layer_met1.png
The bar under the picture is 200 um long. Supply wires on this layer in grey.
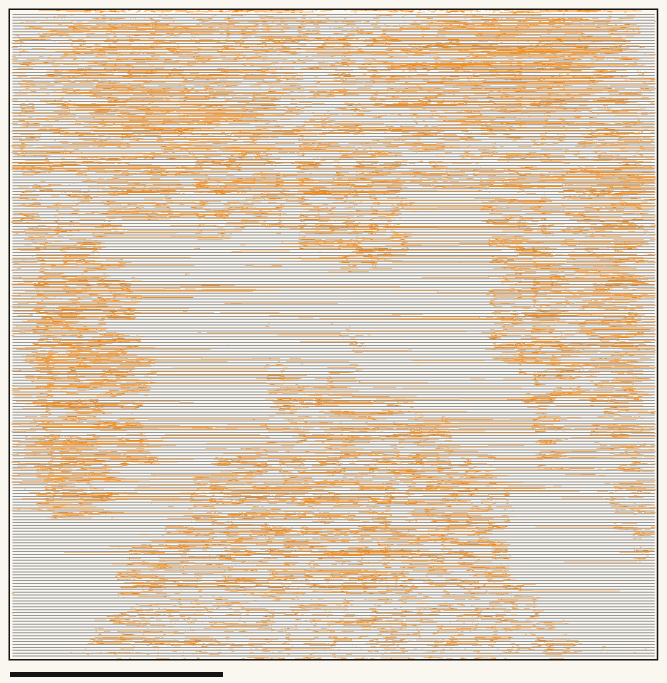
layer_met2.png
The bar under the picture is 200 um long.
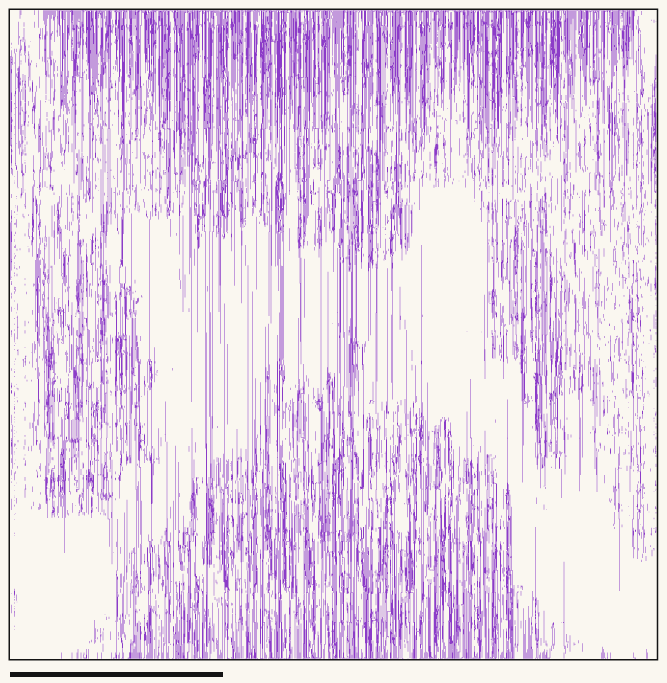
layer_met3.png
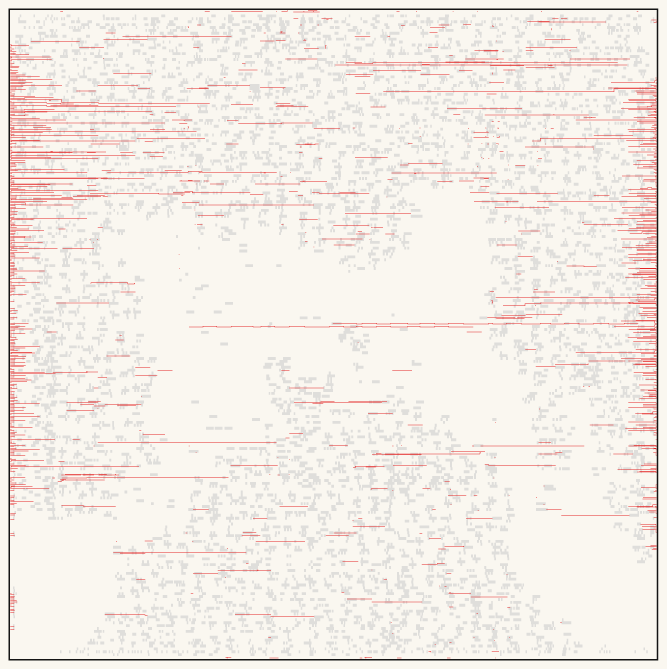
layer_met4.png
The bar under the picture is 200 um long. Supply wires on this layer in grey.
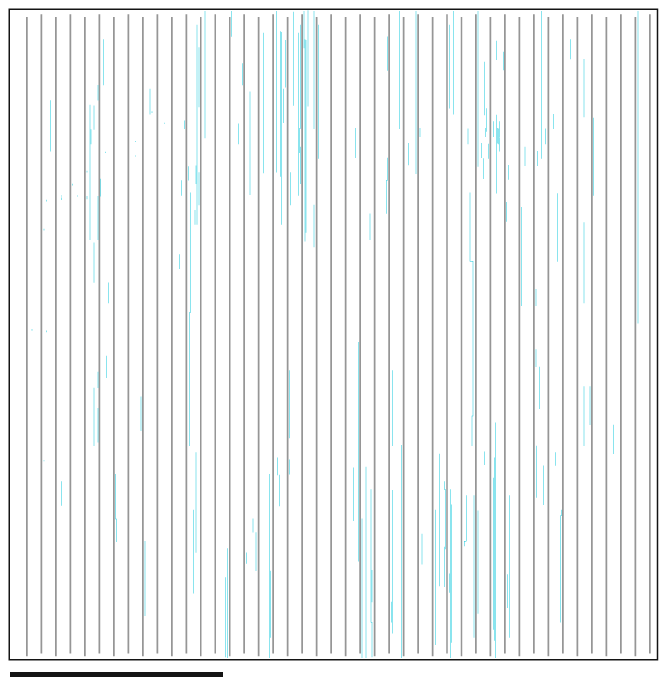
==> src/rtl/fft_pkg.sv <==
// Shared constants, state encoding and index helpers for the 16-point FFT
// controller and the butterfly stage blocks that sit beside it.
package fft_pkg;

  localparam int N     = 16;
  localparam int LOG2N = 4;
  localparam int DW    = 16;
  localparam int CW    = 32;

  // Twiddles W^k = cos(2*pi*k/N) - j*sin(2*pi*k/N), packed {real, imag} in Q8.8.
  localparam logic [CW-1:0] W0 = {16'h0100, 16'h0000};
  localparam logic [CW-1:0] W1 = {16'h00ED, 16'hFF9E};
  localparam logic [CW-1:0] W2 = {16'h00B5, 16'hFF4B};
  localparam logic [CW-1:0] W3 = {16'h0062, 16'hFF13};
  localparam logic [CW-1:0] W4 = {16'h0000, 16'hFF00};
  localparam logic [CW-1:0] W5 = {16'hFF9E, 16'hFF13};
  localparam logic [CW-1:0] W6 = {16'hFF4B, 16'hFF4B};
  localparam logic [CW-1:0] W7 = {16'hFF13, 16'hFF9E};

  typedef enum logic [1:0] {
    ST_IDLE = 2'd0,
    ST_FILL = 2'd1,
    ST_CALC = 2'd2
  } fft_state_e;

  function automatic logic [LOG2N-1:0] bitrev4(input logic [LOG2N-1:0] k);
    return {k[0], k[1], k[2], k[3]};
  endfunction

endpackage

==> src/rtl/fft_sample_buf.sv <==
// Ping-pong sample storage: one bank is written while the other, complete
// bank is presented as a flat complex operand bus with zero imaginary parts.
module fft_sample_buf
  import fft_pkg::*;
(
  input  logic             clk_i,
  input  logic             rst_i,
  input  logic             wr_en_i,
  input  logic             wr_bank_i,
  input  logic [LOG2N-1:0] wr_ptr_i,
  input  logic [DW-1:0]    wr_data_i,
  output logic [N*CW-1:0]  rd_data_o
);

  logic [DW-1:0] mem_q [2][N];
  logic [DW-1:0] mem_d [2][N];
  logic          rd_bank;

  always_comb begin
    mem_d = mem_q;
    if (wr_en_i) begin
      mem_d[wr_bank_i][wr_ptr_i] = wr_data_i;
    end
  end

  always_ff @(posedge clk_i) begin
    if (rst_i) begin
      for (int b = 0; b < 2; b++) begin
        for (int k = 0; k < N; k++) begin
          mem_q[b][k] <= '0;
        end
      end
    end else begin
      mem_q <= mem_d;
    end
  end

  // Only the real half is stored; the imaginary half is a constant zero.
  assign rd_bank = ~wr_bank_i;

  always_comb begin
    rd_data_o = '0;
    for (int k = 0; k < N; k++) begin
      rd_data_o[CW*k +: CW] = {mem_q[rd_bank][k], {(CW-DW){1'b0}}};
    end
  end

endmodule

==> src/rtl/fft_ctrl.sv <==
// Frame controller for a 16-point FFT: collects samples into ping-pong banks,
// presents each full bank to the butterfly chain and reorders its output.
module fft_ctrl
  import fft_pkg::*;
#(
  parameter int N  = 16,
  parameter int DW = 16
) (
  input  logic            clk,
  input  logic            rst,
  input  logic            fir_valid,
  input  logic [DW-1:0]   fir_d,
  output logic [N*CW-1:0] stg_in,
  input  logic [N*CW-1:0] stg_out,
  output logic            fft_valid,
  output logic [N*CW-1:0] fft_d,
  output logic [7:0]      frame_cnt,
  output fft_state_e      dbg_state_o
);

  // Handshake: fir_valid qualifies fir_d for one cycle and is always accepted;
  // fft_valid is a single-cycle pulse with no ready, fft_d holds until the next.

  fft_state_e        state_q, state_d;
  logic [LOG2N-1:0]  wr_ptr_q, wr_ptr_d;
  logic              wr_bank_q, wr_bank_d;
  logic              fft_valid_q, fft_valid_d;
  logic [N*CW-1:0]   fft_d_q, fft_d_d;
  logic [7:0]        frame_cnt_q, frame_cnt_d;
  logic [N*CW-1:0]   spec_nat;
  logic              last_smp;

  fft_sample_buf u_buf (
    .clk_i     (clk),
    .rst_i     (rst),
    .wr_en_i   (fir_valid),
    .wr_bank_i (wr_bank_q),
    .wr_ptr_i  (wr_ptr_q),
    .wr_data_i (fir_d),
    .rd_data_o (stg_in)
  );

  assign last_smp = fir_valid && (wr_ptr_q == LOG2N'(N-1));

  // The chain delivers bin bitrev(k) in slot k; undo that ordering.
  always_comb begin
    spec_nat = '0;
    for (int k = 0; k < N; k++) begin
      spec_nat[CW*k +: CW] = stg_out[CW*int'(bitrev4(LOG2N'(k))) +: CW];
    end
  end

  always_comb begin
    state_d     = state_q;
    wr_ptr_d    = wr_ptr_q;
    wr_bank_d   = wr_bank_q;
    fft_valid_d = 1'b0;
    fft_d_d     = fft_d_q;
    frame_cnt_d = frame_cnt_q;

    // Sample intake runs in every state, including CALC, so nothing is dropped.
    if (fir_valid) begin
      wr_ptr_d = wr_ptr_q + 1'b1;
      if (last_smp) begin
        wr_bank_d = ~wr_bank_q;
      end
    end

    unique case (state_q)
      ST_IDLE: begin
        if (fir_valid) begin
          state_d = ST_FILL;
        end
      end
      ST_FILL: begin
        if (last_smp) begin
          state_d = ST_CALC;
        end
      end
      ST_CALC: begin
        state_d     = ST_FILL;
        fft_valid_d = 1'b1;
        fft_d_d     = spec_nat;
        frame_cnt_d = frame_cnt_q + 8'd1;
      end
      default: begin
        state_d = ST_IDLE;
      end
    endcase
  end

  always_ff @(posedge clk) begin
    if (rst) begin
      state_q     <= ST_IDLE;
      wr_ptr_q    <= '0;
      wr_bank_q   <= 1'b0;
      fft_valid_q <= 1'b0;
      fft_d_q     <= '0;
      frame_cnt_q <= '0;
    end else begin
      state_q     <= state_d;
      wr_ptr_q    <= wr_ptr_d;
      wr_bank_q   <= wr_bank_d;
      fft_valid_q <= fft_valid_d;
      fft_d_q     <= fft_d_d;
      frame_cnt_q <= frame_cnt_d;
    end
  end

  assign fft_valid   = fft_valid_q;
  assign fft_d       = fft_d_q;
  assign frame_cnt   = frame_cnt_q;
  assign dbg_state_o = state_q;

endmodule

==> config.mk <==
export PLATFORM = sky130hd
export DESIGN_NAME = fft_ctrl
export DESIGN_NICKNAME = d
export VERILOG_FILES = /design/src/rtl/fft_pkg.sv /design/src/rtl/fft_sample_buf.sv /design/src/rtl/fft_ctrl.sv
export SDC_FILE = /design/constraint.sdc
export NUM_CORES = 2
export LEC_CHECK = 0
export CELL_PAD_IN_SITES_DETAIL_PLACEMENT = 1
export CELL_PAD_IN_SITES_GLOBAL_PLACEMENT = 2
export CORE_AREA = 2 2 604 606
export DETAILED_ROUTE_END_ITERATION = 6
export DIE_AREA = 0 0 606 608
export PLACE_DENSITY_LB_ADDON = 0.1
export SLEW_MARGIN = 15
export SYNTH_ARGS = -nofsm -noshare
export SYNTH_HDL_FRONTEND = slang
export SYNTH_SLANG_ARGS = --single-unit
==> constraint.sdc <==
create_clock -name clk -period 2.8 [get_ports clk]
set_clock_uncertainty 0.15 [all_clocks]
set_input_delay 0.7 -clock clk [delete_from_list [all_inputs] [get_ports clk]]
set_output_delay 0.7 -clock clk [all_outputs]
set_load 0.01 [all_outputs]
==> flow_summary.yaml <==
# physical design summary
floorplanning:
  taps: 4794
  num_io_pins: 1566
  rows: 221
synthesis:
  synthAoiAreaFrac_pct: 18.2
  synth_cell_types: 34
  ys_cells: 5236
  netlist.area_leader.share_pct: 48.9
  synth_adder_area_share_pct: 0.147
  synth_warnings: 0
  most_common_cell: "dfxtp_1"
  async_flop_share_pct: 0
  topCellsByArea: "dfxtp_1, a21oi_1, nand2_1"
  xor_area_share_pct: 0.103
  ys_seq_share_pct: 48.9
global_routing:
  antenna_found_initial: 101
  grtUsageTotal_pct: 16.4
outcome:
  failed_checks: "setup timing"
  status: "complete, but fails checks"
finish:
  syn_to_final_growth_pct: 62.2
  nClkBuffers: 243
  layout_top_cells: "dfxtp_1, a21oi_1, nand2_1"
  final_layout_top_logic_cell: "dfxtp_1"
  drive_above_1_share_pct: 16.2
  clockNetworkAreaShare_pct: 7.29
  nonClkBufAreaFrac_pct: 25.8
detailed_routing:
  drt_iter0_drc: 2052
  drc: 0
  ant_nets: 0
sta:
  report.final.slew_viol_count: 0
  period_needed_ns: 3.25
  hold_viol_final: 0
  whs_ns: 0.141
  setup_viol: 255
  finalWorstSetupSlack_ns: -0.453
flow_run:
  drv_cap: 0
cts:
  cts_tree: "done"
  clock-sinks: 1040
  cts_buffers: 162
  clockBufferDepth: 4
placed_design:
  postPlaceCellArea_mm2: 0.0611
  gp_congestion: 0.795
  place_ws_ns: 0.0272
pwr:
  p_per_area_mw_per_mm2: 540
  comb_power_share_pct: 5.7
  p_int_uw: 27500
  switching_share_pct: 26.2
critical_path:
  cp-end-kind: "output pin"
  cpLargestDelayFamily: "buffers and inverters"
  start_kind: "flop"
## Picture notes: layer_met1.png
wire length on this layer: 130 mm
share of all routed wire: 41%
main direction: horizontal
longest straight run: 206 um
nets with wire on the layer: 6386
routed vias: 42800
met1 Use GR: 19.4%
routed wire length: 316000 um

## Picture notes: layer_met2.png
wire length on this layer: 159 mm
nets with wire on the layer: 5951
share of all routed wire: 50%
longest straight run: 247 um
main direction: vertical
GR Util met2: 29.6%

## Picture notes: layer_met3.png
main direction: horizontal
longest straight run: 273 um
wire length on this layer: 17100 um
share of all routed wire: 5.4%
nets with wire on the layer: 792

## Picture notes: layer_met4.png
longest straight run: 292 um
main direction: vertical
wire length on this layer: 9690 um
nets with wire on the layer: 101
share of all routed wire: 3.1%

[through the flow]
| stage | utilization (%) | instances | power, uW |
|---|---|---|---|
| after CTS | 18.6 | 11300 | 38500 |
| after floorplan | - | 5491 | 16100 |
| after global placement | 16.9 | 11000 | 17400 |
| final | 19.1 | 11400 | 37300 |
| after detailed placement | 16.9 | 11000 | 17400 |
| after global routing | 19.1 | 11400 | 39000 |
[worst min-delay path: stages]
cell and delay (ns):
buf_4 0.21, nand3_1 0.11, a21oi_1 0.06
[metal layers]
layer	track usage, %	vias up
met5	0	-
met4	4.05	28
met3	3.44	366
met2	29.6	1229
met1	19.4	21400
li1	-	19800
[worst paths after layout]
kind	start	end	slack [ns]
worst min-delay path	fir_d[14]	u_buf.mem_q[190]	0.14
worst max register to register	wr_bank_q	u_buf.mem_q[385]	0.29
worst min register to register	fft_d[338]	fft_d[338]	0.30
worst max-delay path	wr_bank_q	stg_in[401]	-0.45
[flip-flops by register name, summed over array words and instances, names as in the netlist]
name and flops:
u_buf.mem_q 512, frame_cnt 8, fft_d 512, fft_valid 1, wr_ptr_q 4, dbg_state_o 2, wr_bank_q 1
[what timing repair did]
item / 4_1_cts / 5_1_grt
hold buffers: 3 / 0
gates cloned: 11 / 8
setup endpoints to repair: 398 / 342
resized: 642 / 816
hold endpoints to repair: 7 / 0
setup buffers: 52 / 58
[power groups by stage]
| stage | sequential (uW) | combinational (uW) | clock (uW) |
|---|---|---|---|
| floorplan | 15200 | 934 | 0 |
| global placement | 15200 | 2180 | 0 |
| detailed placement | 15200 | 2180 | 0 |
| CTS | 14900 | 2200 | 21400 |
| global route | 14900 | 2280 | 21800 |
| finish | 14900 | 2130 | 20300 |
Power is estimated from default activity; no workload was simulated.
